==> src/rtl/spi_controller.sv <==
// ----------------------------------------------------------------------------
// spi_controller
//   SPI mode-0 initiator. Takes one register-access request at a time over a
//   valid/ready handshake and sends it as a 16-bit MSB-first frame
//   {rw, addr[6:0], data[7:0]} (rw=1 is a write). CIPO is shifted in on every
//   SCLK rising edge; the last 8 bits are returned on read frames.
//
// Ports
//   clk, rst_n            system clock, asynchronous active-low reset
//   req_valid/req_ready   request handshake (ready only while idle)
//   req_write/addr/wdata  request fields, latched on acceptance
//   rsp_valid             one-cycle pulse when a frame completes
//   rsp_rdata             last 8 CIPO bits of the most recent read frame
//   busy                  high from acceptance until back in idle
//   sclk, ncs, copi       SPI outputs (all registered)
//   cipo                  SPI input, already synchronous to clk
// ----------------------------------------------------------------------------
module spi_controller #(
    parameter int CLK_DIV = 4,
    parameter int CS_GAP  = 4
) (
    input  logic       clk,
    input  logic       rst_n,
    input  logic       req_valid,
    output logic       req_ready,
    input  logic       req_write,
    input  logic [6:0] req_addr,
    input  logic [7:0] req_wdata,
    output logic       rsp_valid,
    output logic [7:0] rsp_rdata,
    output logic       busy,
    output logic       sclk,
    output logic       ncs,
    output logic       copi,
    input  logic       cipo
);

    localparam int MAXC = (CLK_DIV > CS_GAP) ? CLK_DIV : CS_GAP;
    localparam int CW   = $clog2(MAXC) + 1;

    typedef enum logic [2:0] {IDLE, SETUP, SHIFT, HOLD, GAP} state_t;

    state_t          state_q, state_d;
    logic [CW-1:0]   cnt_q, cnt_d;
    logic [4:0]      bit_q, bit_d;
    logic [14:0]     tx_q, tx_d;      // frame bits still to be sent after the MSB
    logic [7:0]      rx_q, rx_d;
    logic            wr_q, wr_d;
    logic            sclk_q, sclk_d;
    logic            ncs_q, ncs_d;
    logic            copi_q, copi_d;
    logic            rsp_valid_q, rsp_valid_d;
    logic [7:0]      rsp_rdata_q, rsp_rdata_d;

    logic div_done;
    logic gap_done;

    assign div_done = (cnt_q == CW'(CLK_DIV - 1));
    assign gap_done = (cnt_q == CW'(CS_GAP - 1));

    always_ff @(posedge clk or negedge rst_n) begin
        if (!rst_n) begin
            state_q     <= IDLE;
            cnt_q       <= '0;
            bit_q       <= '0;
            tx_q        <= '0;
            rx_q        <= '0;
            wr_q        <= 1'b0;
            sclk_q      <= 1'b0;
            ncs_q       <= 1'b1;
            copi_q      <= 1'b0;
            rsp_valid_q <= 1'b0;
            rsp_rdata_q <= '0;
        end else begin
            state_q     <= state_d;
            cnt_q       <= cnt_d;
            bit_q       <= bit_d;
            tx_q        <= tx_d;
            rx_q        <= rx_d;
            wr_q        <= wr_d;
            sclk_q      <= sclk_d;
            ncs_q       <= ncs_d;
            copi_q      <= copi_d;
            rsp_valid_q <= rsp_valid_d;
            rsp_rdata_q <= rsp_rdata_d;
        end
    end

    always_comb begin
        state_d     = state_q;
        cnt_d       = cnt_q + CW'(1);
        bit_d       = bit_q;
        tx_d        = tx_q;
        rx_d        = rx_q;
        wr_d        = wr_q;
        sclk_d      = sclk_q;
        ncs_d       = ncs_q;
        copi_d      = copi_q;
        rsp_valid_d = 1'b0;
        rsp_rdata_d = rsp_rdata_q;

        case (state_q)
            IDLE: begin
                cnt_d = '0;
                if (req_valid) begin
                    state_d = SETUP;
                    tx_d    = {req_addr, req_wdata};
                    wr_d    = req_write;
                    bit_d   = '0;
                    ncs_d   = 1'b0;
                    sclk_d  = 1'b0;
                    copi_d  = req_write;
                end
            end
            SETUP: begin
                if (div_done) begin
                    cnt_d   = '0;
                    state_d = SHIFT;
                    sclk_d  = 1'b1;
                    rx_d    = {rx_q[6:0], cipo};
                end
            end
            SHIFT: begin
                if (div_done) begin
                    cnt_d = '0;
                    if (sclk_q) begin
                        // Falling edge: bit_q counts completed bits; after the
                        // 16th fall copi keeps bit 0 until HOLD ends.
                        sclk_d = 1'b0;
                        if (bit_q == 5'd15) begin
                            state_d = HOLD;
                        end else begin
                            bit_d  = bit_q + 5'd1;
                            copi_d = tx_q[14];
                            tx_d   = {tx_q[13:0], 1'b0};
                        end
                    end else begin
                        sclk_d = 1'b1;
                        rx_d   = {rx_q[6:0], cipo};
                    end
                end
            end
            HOLD: begin
                if (div_done) begin
                    cnt_d       = '0;
                    state_d     = GAP;
                    ncs_d       = 1'b1;
                    copi_d      = 1'b0;
                    rsp_valid_d = 1'b1;
                    if (!wr_q) begin
                        rsp_rdata_d = rx_q;
                    end
                end
            end
            GAP: begin
                if (gap_done) begin
                    cnt_d   = '0;
                    state_d = IDLE;
                end
            end
            default: begin
                state_d = IDLE;
            end
        endcase
    end

    assign req_ready = (state_q == IDLE);
    assign busy      = !req_ready;
    assign sclk      = sclk_q;
    assign ncs       = ncs_q;
    assign copi      = copi_q;
    assign rsp_valid = rsp_valid_q;
    assign rsp_rdata = rsp_rdata_q;

endmodule

==> config.mk <==
export PLATFORM = sky130hd
export DESIGN_NAME = spi_controller
export DESIGN_NICKNAME = d
export VERILOG_FILES = /design/src/rtl/spi_controller.sv
export SDC_FILE = /design/constraint.sdc
export NUM_CORES = 1
export LEC_CHECK = 0
export CAP_MARGIN = 10
export CORE_MARGIN = 3
export CORE_UTILIZATION = 50
export CTS_CLUSTER_DIAMETER = 150
export DETAILED_ROUTE_END_ITERATION = 10
export PLACE_DENSITY = 0.8
export SLEW_MARGIN = 20
export SYNTH_ARGS = -nofsm -noshare
export SYNTH_HDL_FRONTEND = slang
export SYNTH_SLANG_ARGS = --single-unit
==> constraint.sdc <==
create_clock -name clk -period 2.7 [get_ports clk]
set_input_delay 0.27 -clock clk [delete_from_list [all_inputs] [get_ports clk]]
set_output_delay 0.27 -clock clk [all_outputs]
set_load 0.05 [all_outputs]
layer_met1.png
Bar = 20 µm.
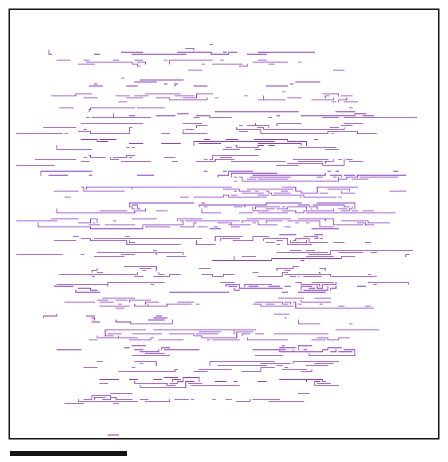
wire length on this layer: 1950 µm
longest straight run: 24.8 µm
main direction: horizontal
share of all routed wire: 50%

layer_met2.png
Bar = 20 µm. Cells faint in the background.
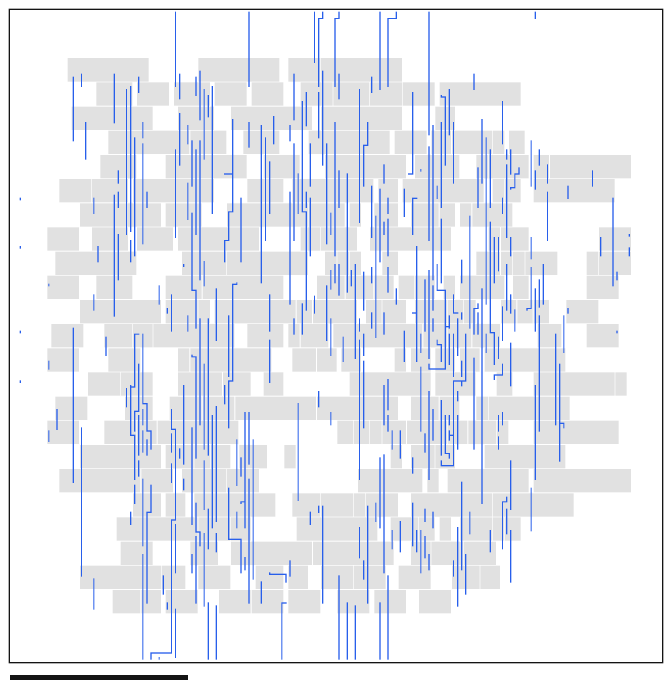
wire length on this layer: 1780 µm
nets with wire on the layer: 211
longest straight run: 24.1 µm
share of all routed wire: 46%
DR vias: 1490
GR Util met2: 0.240
total length of routed wires: 3.92 mm

layer_met3.png
Bar = 20 µm. Cells faint in the background.
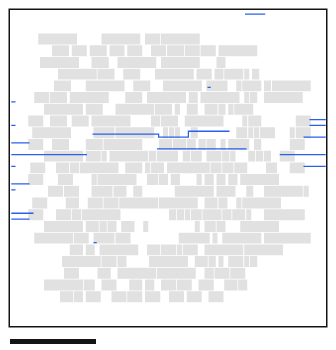
wire length on this layer: 122 µm
nets with wire on the layer: 16
met3 Track Usage GR: 0.0397

congestion.png
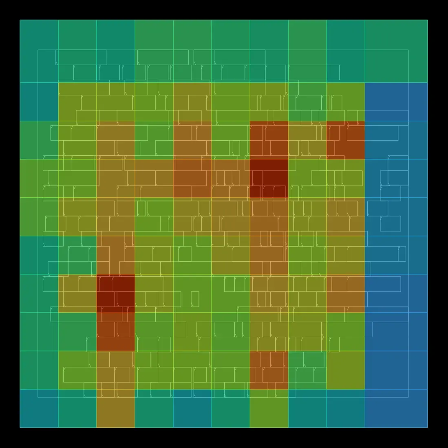
final routed wire length divided by cell count: 14.1 µm
final core occ: 0.661
most crowded layer after global routing: met2

cell_density.png
7 x 7 tiles, from white (low) to dark blue (high), 0 to 100% covered.
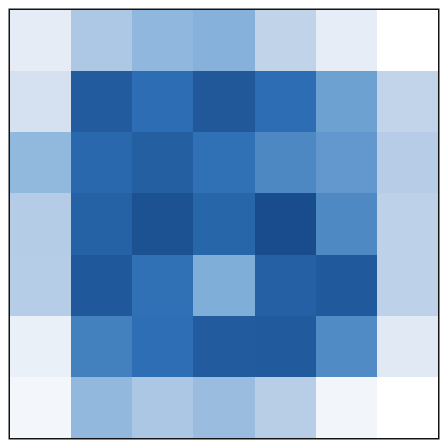
nearly empty tiles: 4.1%
fullest tile: 89%
densest ninth of the die: centre
tiles over 75% full: 31%
core region area: 4170 µm²
initial core utilization: 0.544

==> notes.md <==
run results: share of power burned in the clock network=0.171, number of flip-flops under the largest register name=15, fraction of post-synthesis cell area in the top cell type by area=0.507, hold-fix buffers at CTS=0, DR pass1 iterations=4, share of layout cells above drive strength 1=0.249, part of the total power dissipated in combinational logic=0.431, count of sequential standard cells=47, pin count of the biggest net entering global routing=approximately 48, total chip power=approximately 3.2 mW, clock sink count=around 47, proportion of cell area spent on the clock network=0.0440, number of CTS-inserted buffers=5, CTS clock-pin slew for the worst setup and hold paths=0.08 ns, result of the run=finished, final reports clean, type of the most critical hold path=flop to flop, adder-cell share of the synthesized area=0.0276, net switching power=1.26 mW, FP Rows=23, Hold Worst Slack=0.442 ns, overflow left after global routing=0, area after detailed placement=2620 µm², normalized max-slew margin=0.558, CTS root buffer=sky130_fd_sc_hd__clkbuf_8, vias in the first global route=1441, startpoint of the lowest-slack register-to-register path=bit_q[0]$_DFFE_PN0P_, clock tree from TritonCTS=yes, global-route wire length before repair=6.72 mm, leading area contributor after synthesis=sky130_fd_sc_hd__dfrtp_1, Final setup viols=0, post-synthesis xor/xnor area fraction=0.00386, Mux cell area share=0.160, worst-case reg-to-reg path depth=8, DR iter-0 viols=135, Synth Area in Simple Gates=0.107, number of port buffers=33, Logic cell area=around 1000 µm², Reg-to-Reg End=bit_q[2]$_DFFE_PN0P_, proportion of register bits with asynchronous set or reset after synthesis=1.00, Die Width=73.4 µm, layout overhead on the synthesized area=21.4%, Total Routing Usage GR=0.164, cts repair resizes=0, unrepaired setup endpoints after global routing=no, slew at the pin closest to its max-slew limit=0.662 ns, capturing element type of the critical path=output pin, FF+latch area=between 1000 and 1500 µm², crit path time final=2.39 ns, drt drc=0, met3 wirelength from detailed routing=122 µm, startpoint type of the worst setup path=flop, Commonest flop=sky130_fd_sc_hd__dfrtp_1, post-CTS setup buffers=0, RePlAce Congestion=0.781, DPL Wire Length=2.72 mm, number of standard cells in the final layout excluding fillers=279, gate count after technology mapping=194, Netlist Area Pre-Place=2270 µm², number of placed instances with taps included=270, top achievable clock speed=~0.42 GHz, pre-CTS WS=0.483 ns, AO/OA Area Share=0.132, number of I/O pins=34, WP depth=2, max capacitance violation total=0, met1 Track Usage GR=0.235, Slew Limit Fails=0, clk buf depth=2, Cell area leaders=sky130_fd_sc_hd__dfrtp_1 51%, sky130_fd_sc_hd__mux2_2 8.9%, sky130_fd_sc_hd__mux2i_1 7.1%, sky130_fd_sc_hd__a21oi_2 4.6%, sky130_fd_sc_hd__nor2_2 3.3%, tapcell count=50, peak per-stage delay on the critical path=0.85 ns, buffering overhead=0.135, dominant combinational cell family by area after synthesis=multiplexers, VDD IR-drop max=0.628 mV, number of nets in the finished design=253, crit-path leading delay family=buffers and inverters, cell-internal power=1.92 mW, antenna diode count=0, number of signal-net inverters in the final layout=12, CP max-delay cell=sky130_fd_sc_hd__clkdlybuf4s50_1, number of distinct library cells after synthesis=38, most instantiated cells after synthesis=46 x sky130_fd_sc_hd__dfrtp_1, 18 x sky130_fd_sc_hd__mux2_2, 16 x sky130_fd_sc_hd__mux2i_1, total combinational power=1.37 mW, clkbuf count=6, hold violation total from the final report=0, main power-consuming group=combinational cells, Vias/cell=~5.3
Power is estimated from default activity; no workload was simulated.
